## config.mk

```make
export PLATFORM = sky130hd
export DESIGN_NAME = btn_debounce_flat
export DESIGN_NICKNAME = d
export VERILOG_FILES = /design/src/rtl/debounce_pkg.sv /design/src/rtl/btn_debounce_if.sv /design/src/rtl/debounce_chan.sv /design/src/rtl/btn_debounce.sv /design/src/flat_wrapper.sv
export SDC_FILE = /design/constraint.sdc
export NUM_CORES = 1
export LEC_CHECK = 0
export CAP_MARGIN = 5
export CORE_ASPECT_RATIO = 0.7
export CORE_MARGIN = 4
export CORE_UTILIZATION = 51
export CTS_BUF_LIST = sky130_fd_sc_hd__clkbuf_2 sky130_fd_sc_hd__clkbuf_4 sky130_fd_sc_hd__clkbuf_8
export DETAILED_ROUTE_END_ITERATION = 8
export PLACE_DENSITY = 0.77
export SYNTH_ARGS = -nofsm -noshare
export SYNTH_HDL_FRONTEND = slang
export SYNTH_SLANG_ARGS = --single-unit
```

## constraint.sdc

```tcl
create_clock -name clk -period 1.3 [get_ports clk]
set_clock_uncertainty 0.1 [all_clocks]
set_input_delay 0.195 -clock clk [delete_from_list [all_inputs] [get_ports clk]]
set_output_delay 0.195 -clock clk [all_outputs]
set_load 0.05 [all_outputs]
```

## src/rtl/debounce_pkg.sv

```systemverilog
// Shared types and defaults for the button debouncer.
// Holds the channel state enum, a clog2 helper and default parameters.
package debounce_pkg;

    typedef enum logic [1:0] {
        LOW,
        RISE_PEND,
        HIGH,
        FALL_PEND
    } state_t;

    localparam int DEF_SYNC_STAGES = 2;
    localparam int DEF_STABLE      = 4;
    localparam int DEF_LONG_TICKS  = 500;

    // Bits needed to hold values 0..v-1; never less than 1.
    function automatic int clog2(input int v);
        int r;
        int x;
        r = 0;
        x = v - 1;
        while (x > 0) begin
            r++;
            x = x >> 1;
        end
        return (r < 1) ? 1 : r;
    endfunction

endpackage

```

## src/rtl/btn_debounce_if.sv

```systemverilog
// Button debouncer bus: tick strobe and raw inputs in, clean events out.
// master drives tick/btn_in; slave (the debouncer) drives the results.
interface btn_debounce_if #(
    parameter int N = 4
);
    logic         tick;
    logic [N-1:0] btn_in;
    logic [N-1:0] btn_level;
    logic [N-1:0] btn_press;
    logic [N-1:0] btn_release;
    logic [N-1:0] long_press;

    modport master (
        output tick,
        output btn_in,
        input  btn_level,
        input  btn_press,
        input  btn_release,
        input  long_press
    );

    modport slave (
        input  tick,
        input  btn_in,
        output btn_level,
        output btn_press,
        output btn_release,
        output long_press
    );
endinterface

```

## src/rtl/debounce_chan.sv

```systemverilog
// One debounce channel: synchronizer, 4-state FSM, stability counter.
// Ports: clk, rst, tick, btn_in -> level, pressed, released, long_hit.
// Optional hold counter for long_hit is built only with LONG_PRESS_EN.
module debounce_chan
    import debounce_pkg::*;
#(
    parameter int SYNC_STAGES = DEF_SYNC_STAGES,
    parameter int STABLE      = DEF_STABLE,
    parameter int LONG_TICKS  = DEF_LONG_TICKS
) (
    input  logic clk,
    input  logic rst,
    input  logic tick,
    input  logic btn_in,
    output logic level,
    output logic pressed,
    output logic released,
    output logic long_hit
);

    localparam int CW = clog2(STABLE + 1);
    localparam logic [CW-1:0] LAST = CW'(STABLE - 1);

    logic [SYNC_STAGES-1:0] sync_q;
    logic                   s;

    state_t        state, state_n;
    logic [CW-1:0] cnt, cnt_n;
    logic          level_n;
    logic          press_n;
    logic          rel_n;

    assign s = sync_q[SYNC_STAGES-1];

    always_ff @(posedge clk or posedge rst) begin
        if (rst) begin
            sync_q <= '0;
        end else begin
            sync_q <= {sync_q[SYNC_STAGES-2:0], btn_in};
        end
    end

    always_ff @(posedge clk or posedge rst) begin
        if (rst) begin
            state    <= LOW;
            cnt      <= '0;
            level    <= 1'b0;
            pressed  <= 1'b0;
            released <= 1'b0;
        end else begin
            state    <= state_n;
            cnt      <= cnt_n;
            level    <= level_n;
            pressed  <= press_n;
            released <= rel_n;
        end
    end

    always_comb begin
        state_n = state;
        cnt_n   = cnt;
        press_n = 1'b0;
        rel_n   = 1'b0;
        if (tick) begin
            unique case (state)
                LOW: begin
                    if (s) begin
                        if (STABLE == 1) begin
                            state_n = HIGH;
                            press_n = 1'b1;
                        end else begin
                            state_n = RISE_PEND;
                            cnt_n   = CW'(1);
                        end
                    end
                end
                RISE_PEND: begin
                    if (!s) begin
                        state_n = LOW;
                        cnt_n   = '0;
                    end else if (cnt == LAST) begin
                        state_n = HIGH;
                        cnt_n   = '0;
                        press_n = 1'b1;
                    end else begin
                        cnt_n = cnt + 1'b1;
                    end
                end
                HIGH: begin
                    if (!s) begin
                        if (STABLE == 1) begin
                            state_n = LOW;
                            rel_n   = 1'b1;
                        end else begin
                            state_n = FALL_PEND;
                            cnt_n   = CW'(1);
                        end
                    end
                end
                FALL_PEND: begin
                    if (s) begin
                        state_n = HIGH;
                        cnt_n   = '0;
                    end else if (cnt == LAST) begin
                        state_n = LOW;
                        cnt_n   = '0;
                        rel_n   = 1'b1;
                    end else begin
                        cnt_n = cnt + 1'b1;
                    end
                end
                default: begin
                    state_n = LOW;
                    cnt_n   = '0;
                end
            endcase
        end
        level_n = (state_n == HIGH) || (state_n == FALL_PEND);
    end

`ifdef LONG_PRESS_EN
    localparam int HW = clog2(LONG_TICKS + 1);
    localparam logic [HW-1:0] HMAX = HW'(LONG_TICKS);
    localparam logic [HW-1:0] HPRE = HW'(LONG_TICKS - 1);

    logic [HW-1:0] hcnt;
    logic          long_q;

    // Cleared only on a genuine press, so a bounce back from FALL_PEND
    // to HIGH cannot re-arm the pulse within the same press.
    always_ff @(posedge clk or posedge rst) begin
        if (rst) begin
            hcnt   <= '0;
            long_q <= 1'b0;
        end else begin
            long_q <= 1'b0;
            if (press_n) begin
                hcnt <= '0;
            end else if (tick && level && hcnt != HMAX) begin
                hcnt <= hcnt + 1'b1;
                if (hcnt == HPRE) begin
                    long_q <= 1'b1;
                end
            end
        end
    end

    assign long_hit = long_q;
`else
    logic unused_long_cfg;
    assign unused_long_cfg = (LONG_TICKS > 0);
    assign long_hit = 1'b0;
`endif

endmodule

```

## src/rtl/btn_debounce.sv

```systemverilog
// N-channel push-button debouncer driven by a divider tick strobe.
// Ports: clk, rst (async, active-high), bus (btn_debounce_if.slave).
// Define LONG_PRESS_EN to enable the per-channel long_press pulse.
module btn_debounce
    import debounce_pkg::*;
#(
    parameter int N           = 4,
    parameter int SYNC_STAGES = DEF_SYNC_STAGES,
    parameter int STABLE      = DEF_STABLE,
    parameter int LONG_TICKS  = DEF_LONG_TICKS
) (
    input  logic          clk,
    input  logic          rst,
    btn_debounce_if.slave bus
);

    for (genvar i = 0; i < N; i++) begin : g_chan
        debounce_chan #(
            .SYNC_STAGES(SYNC_STAGES),
            .STABLE     (STABLE),
            .LONG_TICKS (LONG_TICKS)
        ) u_chan (
            .clk     (clk),
            .rst     (rst),
            .tick    (bus.tick),
            .btn_in  (bus.btn_in[i]),
            .level   (bus.btn_level[i]),
            .pressed (bus.btn_press[i]),
            .released(bus.btn_release[i]),
            .long_hit(bus.long_press[i])
        );
    end

endmodule

```

## src/flat_wrapper.sv

```systemverilog
// flat-port wrapper written by rule: the top's interface ports become plain ports
module btn_debounce_flat import debounce_pkg::*;
#(
    parameter int N           = 4,
    parameter int SYNC_STAGES = DEF_SYNC_STAGES,
    parameter int STABLE      = DEF_STABLE,
    parameter int LONG_TICKS  = DEF_LONG_TICKS
)
  (clk, rst, bus_tick, bus_btn_in, bus_btn_level, bus_btn_press, bus_btn_release, bus_long_press);
  btn_debounce_if #(.N(N)) bus_i ();
  input  logic clk;
  input  logic rst;
  input wire logic [$bits(bus_i.tick)-1:0] bus_tick;
  input wire logic [$bits(bus_i.btn_in)-1:0] bus_btn_in;
  output wire logic [$bits(bus_i.btn_level)-1:0] bus_btn_level;
  output wire logic [$bits(bus_i.btn_press)-1:0] bus_btn_press;
  output wire logic [$bits(bus_i.btn_release)-1:0] bus_btn_release;
  output wire logic [$bits(bus_i.long_press)-1:0] bus_long_press;
  assign bus_i.tick = bus_tick;
  assign bus_i.btn_in = bus_btn_in;
  assign bus_btn_level = bus_i.btn_level;
  assign bus_btn_press = bus_i.btn_press;
  assign bus_btn_release = bus_i.btn_release;
  assign bus_long_press = bus_i.long_press;
  btn_debounce #(.N(N), .SYNC_STAGES(SYNC_STAGES), .STABLE(STABLE), .LONG_TICKS(LONG_TICKS)) u_core (.clk(clk), .rst(rst), .bus(bus_i));
endmodule
```

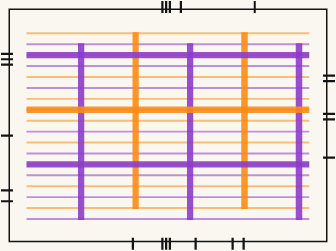
*PDN straps and rails*
Pins as bars on the die edge.
| net | colour |
|---|---|
| VDD | orange |
| VSS | purple |
rows: 17
signal pins: 23
met1 rails: 18
met4 straps: 5

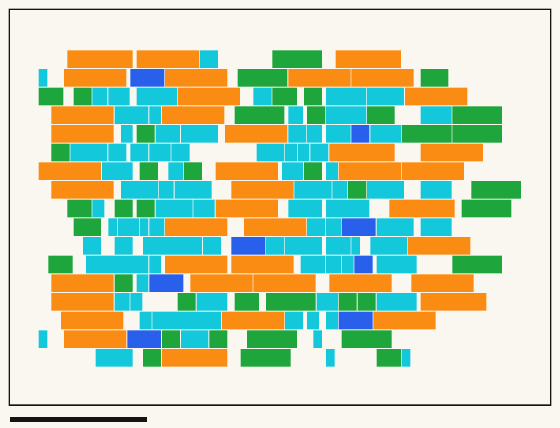
*Placement by cell class*
Bar = 20 µm.
| class | colour | cells | share of their area |
|---|---|---|---|
| other buffers and delay cells | green | 40 | 20% |
| clock drivers and dummy loads | blue | 8 | 4.0% |
| all other logic | cyan | 85 | 34% |
| flip-flops | orange | 40 | 42% |
cell row count: 17
core area: 0.00325 mm²
Util after Layout: 0.763
Finished Cell Area: 0.00248 mm²
Seq area share: 0.406

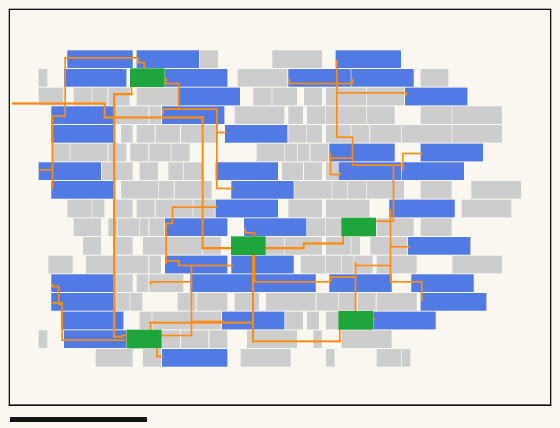
*Clock wires, drivers and flops*
Bar = 20 µm.
[cells driving clock nets] green | count: 5
[flip-flops] blue | count: 40
[clock wires] orange | length: 444 µm
flops lie: widely spread
clock network fraction of total power: 0.177
Worst-Skew Late Latency: 0.29 ns

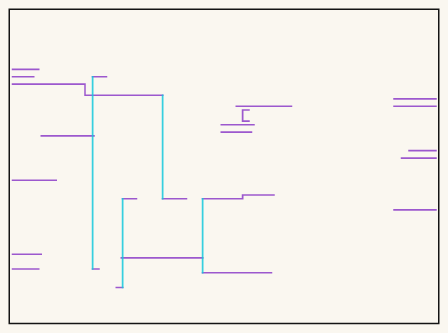
*Signal wires by layer*
Two of the layers only.
| layer | colour | wire length |
|---|---|---|
| met3 | purple | 180 µm |
| met4 | cyan | 84.3 µm |
final wirelength: 3.21 mm
WL/cell: 14.6 µm
GRT Overall Usage: 0.161
via count: 1142

==> impl_metrics.csv <==
group,metric,value,unit
finish,fin_nets,183,
synth,yosys.area_share.simple,0.134,
status,violations,"negative setup slack",
placement,place_area,0.00217,mm²
die,fp_util,0.548,
critical_path,arrival,1.50,ns
pwr,power.total,0.00484,W
synth,muxShareOfSynthArea,0.0694,
placement,gp_congestion,0.704,
critical_path,path_cells,"ha_2 > and2b_1 > nand3_2 > mux2_4",
sta,rsz0062_at_grt,"yes",
synth,synth.cellmix.xorXnorShare,0.0386,
hold_path,worst_hold_path_type,"input pin to async pin",
critical_path,crit_family,"flip-flops",
finish,lay_top_cells,"34 x dfrtp_1, 18 x buf_4, 13 x buf_12",
synth,avgSynthCellArea,12.7,µm²
grt,grt_max_degree,41,
placement,io_buffers,18,
die,chip_area,0.00452,mm²
synth,topCombFamilyByArea,"simple AND/OR/NAND/NOR gates",
finish,ff_count,40,
clocking,cts_buffers,5,
route,routed_via_density,5.19,
finish,regArea,0.00101,mm²
placement,dpl.cell_count,205,
finish,multi_input_comb_cells,83,
critical_path,crit_path_end_kind,"flop",
clocking,cts_num_sinks,40,
synth,ys.flops,40,
grt,antenna_found_initial,0,
finish,signal_buffers,40,
critical_path,worst-path-buf-inv,0,
sta,setup_slack,-0.120,ns
critical_path,crit_fanout,4,
sta,min_period,1.42,ns
die,die_w,78.7,µm
synth,synth-edff-count,0,
clocking,hold_buffers,0,
finish,fillers,183,
synth,ys_seq_share,0.561,
route,drtAntennaViolNets,0,
pwr,vdd_drop_max,1.24,mV
die,tap_cells,47,
synth,synthAdderAreaFrac,0.0281,
synth,synthCells,141,
route,route.detailed.drc,0,
sta,drv_slew,0,
synth,ys_async_sr_fraction,1.00,
sta,setup_tns,-0.728,ns
critical_path,max_stage_delay,0.40,ns
finish,sh_comb_area,0.331,
critical_path,cp-start-kind,"flop",
critical_path,r2r_slack,-0.12,ns
die,io_pins,23,
finish,fin_cells,220,
synth,ys_area,0.00178,mm²
status,status,"finished with violations",
clocking,clk_pin_slew,0.08,ns
finish,buf_share,0.197,
job,maxCapViolCount,0,
finish,n_all_inverters,2,
synth,synthDistinctLibCells,33,
die,die_h,57.5,µm
clocking,clk_path_buf_depth,2,
synth,ys_cells,141,
finish,insertedDiodeCount,0,
finish,dominant-cell-class,"registers",
sta,period_used_share,1.09,
job,warnings,29,
route,drt_iter0_drc,83,
critical_path,worstSetupPathType,"flop to flop",
grt,gr-total-overflow,0,
finish,clock_buffers,6,
clocking,cts_tree,"done",
placement,place_hpwl,2.14,mm
finish,area_growth_syn_to_layout,39.1,%
clocking,clockRootBuffer,"clkbuf_8",
critical_path,crit_path_end,"u_core.g_chan[0].u_chan.state[1]",
placement,dp_slack,-0.319,ns
finish,lay_top_count,"dfrtp_1",
sta,finalHoldViolations,0,
finish,drive_gt1_frac,0.486,
finish,area.combinational,821,µm²
sta,setup_viol,10,
critical_path,crit_required,1.38,ns
synth,synthFlopType,"dfrtp_1",
sta,timing.fmax,704,MHz
route,dr.pass1.iters,4,
finish,clk_share,0.0393,
critical_path,r2r_end,"u_core.g_chan[0].u_chan.state[1]",
synth,syn_area,0.00178,mm²
critical_path,rr_worst_depth,4,
synth,ys_sh_aoi,0.0856,
critical_path,reg2reg_from,"u_core.g_chan[0].u_chan.cnt[0]",
[flip-flops by register name, summed over array words and instances, names as in the netlist]
signal / cells
u_core.g_chan.u_chan.cnt: 12
u_core.g_chan.u_chan.level: 4
u_core.g_chan.u_chan.pressed: 4
u_core.g_chan.u_chan.released: 4
u_core.g_chan.u_chan.state: 8
u_core.g_chan.u_chan.sync_q: 8
[where the power goes]
part | leakage, nW | total [W] | switching, W | internal (W)
Clock | 0.0434 | 0.000855 | 0.000426 | 0.000429
Combinational | 0.574 | 0.00200 | 0.000857 | 0.00114
Sequential | 0.499 | 0.00199 | 0.000421 | 0.00157
[repair_timing]
item,in CTS,in global routing
buffers inserted,2,6
gates resized,11,24
cloned,0,0
setup endpoints to repair,15,27
pin swaps,4,12
[metal layers]
layer  vias up  global-route usage  wire length, µm
met5         -                   0                0
met4         0              0.0748               84
met3         9              0.0647              179
met2        29               0.273             1660
met1       568               0.179             1290
li1        536                   -                -
[cell usage after synthesis, types with 2 or more instances]
cell	n	area [µm²]
a21oi_1	7	35.0
a31oi_1	3	18.8
and2b_1	2	15.0
buf_2	2	10.0
buf_4	17	128
dfrtp_1	40	1000
ha_1	4	50.1
inv_1	2	7.51
mux2_1	8	90.1
mux2_2	3	33.8
nand2_1	2	7.51
nand2b_1	5	31.3
nand3_2	3	30.0
nand4_1	3	18.8
nor3b_1	11	82.6
o21a_1	3	22.5
o21ai_1	5	25.0
o2bb2ai_1	2	17.5
xnor2_1	3	26.3
xor2_1	3	26.3
[worst reg2reg max path, cell delays in order (launching register included)]
cell and delay [ns]:
dfrtp_1 0.40, ha_2 0.18, and2b_1 0.17, nand3_2 0.13
mux2_4 0.32
No activity file was given, so power comes from the tool's default toggle rates.
